<file path="config.mk">
export PLATFORM = sky130hd
export DESIGN_NAME = fir_coeff_loader
export DESIGN_NICKNAME = d
export VERILOG_FILES = /design/src/rtl/fir_coeff_loader.sv
export SDC_FILE = /design/constraint.sdc
export NUM_CORES = 1
export LEC_CHECK = 0
export ABC_CLOCK_PERIOD_IN_PS = 2500
export CAP_MARGIN = 20
export CELL_PAD_IN_SITES_DETAIL_PLACEMENT = 0
export CELL_PAD_IN_SITES_GLOBAL_PLACEMENT = 1
export CORE_UTILIZATION = 41
export CTS_CLUSTER_SIZE = 8
export DETAILED_ROUTE_END_ITERATION = 7
export HOLD_SLACK_MARGIN = 0.03
export PLACE_DENSITY_LB_ADDON = 0.1
export SLEW_MARGIN = 20
export SYNTH_ARGS = -nofsm -noshare
export SYNTH_HDL_FRONTEND = slang
export SYNTH_SLANG_ARGS = --single-unit
</file>
<file path="constraint.sdc">
create_clock -name iClk_12M -period 2.5 [get_ports iClk_12M]
set_input_delay 0.25 -clock iClk_12M [delete_from_list [all_inputs] [get_ports iClk_12M]]
set_output_delay 0.25 -clock iClk_12M [all_outputs]
set_load 0.1 [all_outputs]
</file>
<file path="src/rtl/fir_coeff_loader.sv">
// Coefficient bank loader: shadow-fills P_NUM_COEFF words, commits them atomically, and
// generates the 300 kHz sample strobe. Define FIR_COEFF_CHECKSUM_EN to add a trailing checksum word.
//
// state  | meaning
// IDLE   | bank stable, sample strobe allowed, waiting for iLoadStart
// LOAD   | accepting coefficient words into the shadow bank
// CHECK  | accepting the checksum word (FIR_COEFF_CHECKSUM_EN only)
// COMMIT | one cycle: shadow bank copied to oCoeffBus, multipliers enabled
module fir_coeff_loader #(
    parameter int P_NUM_COEFF = 12,
    parameter int P_DIV       = 40
) (
    input  logic                      iClk_12M,
    input  logic                      iRst,
    input  logic                      iLoadStart,
    input  logic                      iCoeffValid,
    input  logic [15:0]               iCoeffData,
    output logic                      oCoeffReady,
    output logic [16*P_NUM_COEFF-1:0] oCoeffBus,
    output logic [3:0]                oEnMul,
    output logic                      oEnSample_300k,
    output logic                      oBusy,
    output logic                      oLoadDone,
    output logic                      oLoadErr
);

    localparam int IDX_W = (P_NUM_COEFF > 1) ? $clog2(P_NUM_COEFF) : 1;
    localparam int CNT_W = (P_DIV > 1) ? $clog2(P_DIV) : 1;
    localparam logic [IDX_W-1:0] LAST_IDX = IDX_W'(P_NUM_COEFF - 1);
    localparam logic [CNT_W-1:0] LAST_CNT = CNT_W'(P_DIV - 1);

`ifdef FIR_COEFF_CHECKSUM_EN
    typedef enum logic [1:0] {IDLE = 2'd0, LOAD = 2'd1, COMMIT = 2'd2, CHECK = 2'd3} state_t;
`else
    typedef enum logic [1:0] {IDLE = 2'd0, LOAD = 2'd1, COMMIT = 2'd2} state_t;
`endif

    state_t            state;
    logic [IDX_W-1:0]  idx;
    logic [CNT_W-1:0]  cnt;
    logic [15:0]       shadow [P_NUM_COEFF];

    // Free-running divider; never restarted by a load so the sample grid stays fixed
    always_ff @(posedge iClk_12M) begin
        if (iRst) begin
            cnt <= '0;
        end else if (cnt == LAST_CNT) begin
            cnt <= '0;
        end else begin
            cnt <= cnt + CNT_W'(1);
        end
    end

    assign oBusy          = (state != IDLE);
    assign oEnSample_300k = (cnt == LAST_CNT) && (state == IDLE);

`ifdef FIR_COEFF_CHECKSUM_EN
    logic [15:0] sum;
    logic        load_err;

    assign oCoeffReady = (state == LOAD) || (state == CHECK);
    assign oLoadErr    = load_err;
`else
    assign oCoeffReady = (state == LOAD);
    assign oLoadErr    = 1'b0;
`endif

    always_ff @(posedge iClk_12M) begin
        if (iRst) begin
            state     <= IDLE;
            idx       <= '0;
            oEnMul    <= 4'h0;
            oLoadDone <= 1'b0;
            oCoeffBus <= '0;
            for (int k = 0; k < P_NUM_COEFF; k++) begin
                shadow[k] <= 16'h0000;
            end
`ifdef FIR_COEFF_CHECKSUM_EN
            sum      <= 16'h0000;
            load_err <= 1'b0;
`endif
        end else begin
            oLoadDone <= 1'b0;
            case (state)
                IDLE: begin
                    if (iLoadStart) begin
                        state  <= LOAD;
                        idx    <= '0;
                        oEnMul <= 4'h0;
`ifdef FIR_COEFF_CHECKSUM_EN
                        sum    <= 16'h0000;
`endif
                    end
                end
                LOAD: begin
                    if (iCoeffValid) begin
                        shadow[idx] <= iCoeffData;
`ifdef FIR_COEFF_CHECKSUM_EN
                        sum         <= sum + iCoeffData;
`endif
                        if (idx == LAST_IDX) begin
                            idx   <= '0;
`ifdef FIR_COEFF_CHECKSUM_EN
                            state <= CHECK;
`else
                            state <= COMMIT;
`endif
                        end else begin
                            idx <= idx + IDX_W'(1);
                        end
                    end
                end
`ifdef FIR_COEFF_CHECKSUM_EN
                CHECK: begin
                    if (iCoeffValid) begin
                        if (iCoeffData == sum) begin
                            state <= COMMIT;
                        end else begin
                            // Rejected load: live bank untouched, multipliers stay off
                            state    <= IDLE;
                            load_err <= 1'b1;
                        end
                    end
                end
`endif
                COMMIT: begin
                    for (int k = 0; k < P_NUM_COEFF; k++) begin
                        oCoeffBus[16*k +: 16] <= shadow[k];
                    end
                    oEnMul    <= 4'hF;
                    oLoadDone <= 1'b1;
                    state     <= IDLE;
                end
                default: state <= IDLE;
            endcase
        end
    end

endmodule

</file>
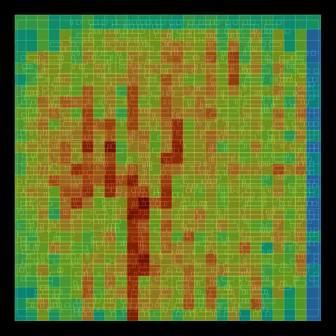
*Congestion heat map, run 1*
post-DR wirelength/cell: 18.07 um
met3 GRT Util: 3.743%
grt met1 use: 30.53%
busiest layer in global routing: met2
gr usage total: 21.32%

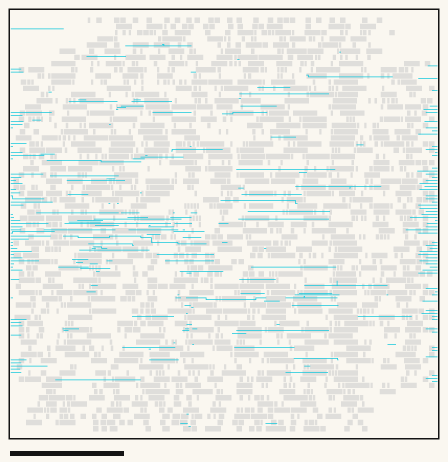
*The metal 3 layer, run 1*
Scale bar: 50 um.
- longest straight run: 46.5 um
- share of all routed wire: 6.1%
- nets with wire on the layer: 181
- wire length on this layer: 2,320 um
- main direction: horizontal

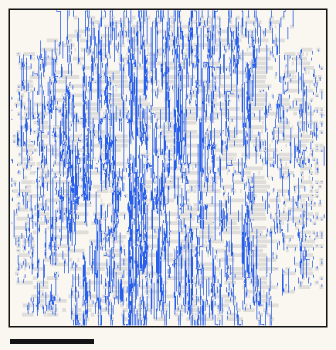
*M2 wires, run 1*
Scale bar: 50 um.
- longest straight run: 75.6 um
- share of all routed wire: 45%
- nets with wire on the layer: 1,320
met2 Use GR: 32.33%
vias: 10,360
WL final: 37,820 um

==> results.ini, run 1 <==
[run_status]
outcome = finished clean

[setup_path]
crit_family = buffers and inverters
rrSetupSlack_ns = 0.64
cp_num_cells = 4
required_ns = 2.25
cp.arrival_ns = 1.77
reg2regPathDepth = 5
worstPathMaxFanout = 11

[routing]
route.met3.wl_um = 2316
drtIter0Drc = 708
met1_length_um = 17610
drc = 0

[cts]
path_clk_slew_ns = 0.05
cts_resized = 0
hold_buffers = 0
cts_max_level = 2

[cells_and_area]
reg.largest.list = oCoeffBus x192, shadow x192, cnt x6
utilization_pct = 53.05
clock_area_share_pct = 8.831
seq-cell-share_pct = 55.18
drive_above_1_share_pct = 18.66
largestClassByArea = sequential cells
logic_area_mm2 = 0.003827
seq_cell_count = 398
lay_top_count = nand2_1
inv_count = 5

[sta]
finalHoldViolations = 0
rsz0062_at_grt = no
worst_slack_ns = 0.4798
drv_slew = 0

[floorplanning]
core_util_floorplan_pct = 42.04
rows = 67

[hold_path]
min_from = iRst
holdPathEnd = oCoeffBus[29]

[synth]
ys_top_cells_by_count = 436 x nand2_1, 206 x dfxtp_1, 203 x nor2_1
simple_gate_area_share_pct = 18.01
ys.flop_type = dfxtp_1

==> run 2: changes to the inputs <==
Settings changed: ABC_CLOCK_PERIOD_IN_PS 2500 to 1900.
Clock period 2.5 ns to 1.9 ns, I/O delays scaled along.
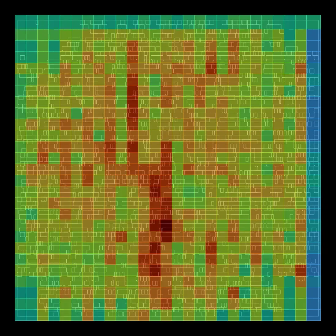
*Congestion heat map, run 2*
post-DR wirelength/cell: 18.24 um
gr usage total: 21.51%
grt met1 use: 30.62%
fin util: 53.46%
met3 GRT Util: 3.593%

==> run 2 against run 1 <==
Net effect:
- power up 31%
- critical path depth did not move
- non-clock buffer count rose by 5
- clock power up about 30%
- critical path type unchanged
==> results.ini, run 2 <==
[run_status]
outcome = finished clean

[routing]
route.met3.wl_um = 2397  ; +3.5%
drtIter0Drc = 743  ; +4.9%
drc = 0  ; unchanged
met1_length_um = 17380  ; -1.3%
firstDrtPassIters = 5

[sta]
worst_slack_ns = 0.06181  ; -0.4180 ns
drv_slew = 0  ; unchanged
finalHoldViolations = 0  ; unchanged
rsz0062_at_grt = no

[setup_path]
rrSetupSlack_ns = 0.20  ; -0.44 ns
slowest_delay_ns = 0.33
worstPathMaxFanout = 11  ; unchanged
required_ns = 1.71  ; -0.54 ns
reg2regPathDepth = 5  ; unchanged
cp.arrival_ns = 1.65  ; -0.12 ns
cp_num_cells = 4  ; unchanged

[cts]
path_clk_slew_ns = 0.05  ; about the same
cts_resized = 3  ; +3
cts_setup_buffers = 0
cts_inserted_buffers = 55
cts_max_level = 2  ; unchanged
hold_buffers = 0  ; unchanged

[synth]
synth_flops = 398
simple_gate_area_share_pct = 18.01  ; unchanged
ys_top_cells_by_count = 436 x nand2_1, 206 x dfxtp_1, 203 x nor2_1

[power]
p_per_area_mw_per_mm2 = 1024
p_clk_share_pct = 47.7

[cells_and_area]
seq-cell-share_pct = 54.75  ; -0.43 points
seq_cell_count = 398  ; unchanged
lay_top_count = nand2_1
inv_count = 5  ; unchanged
reg.largest.list = oCoeffBus x192, shadow x192, cnt x6
drive_above_1_share_pct = 19.02  ; +0.36 points
largestClassByArea = sequential cells

[grt]
busiest_layer = met2
grtUsageMet2_pct = 33.42  ; +1.1 points

[hold_path]
min_from = iRst
holdPathEnd = idx[1]

[floorplanning]
rows = 67  ; unchanged
core_mm2 = 0.03378
core_util_floorplan_pct = 42.04  ; unchanged

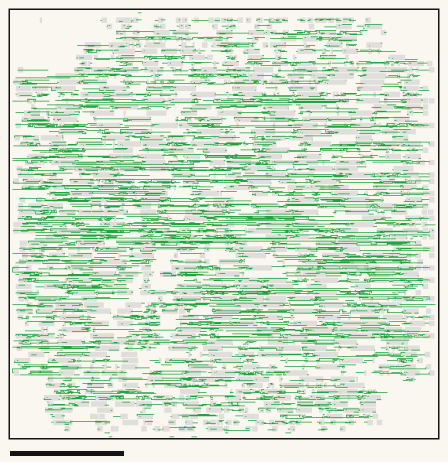
*M1 wires, run 2*
Scale bar: 50 um.
- wire length on this layer: 17,400 um
- nets with wire on the layer: 1,470
- share of all routed wire: 45%
WL final: 38,290 um
vias: 10,500

Power is estimated from default activity; no workload was simulated.
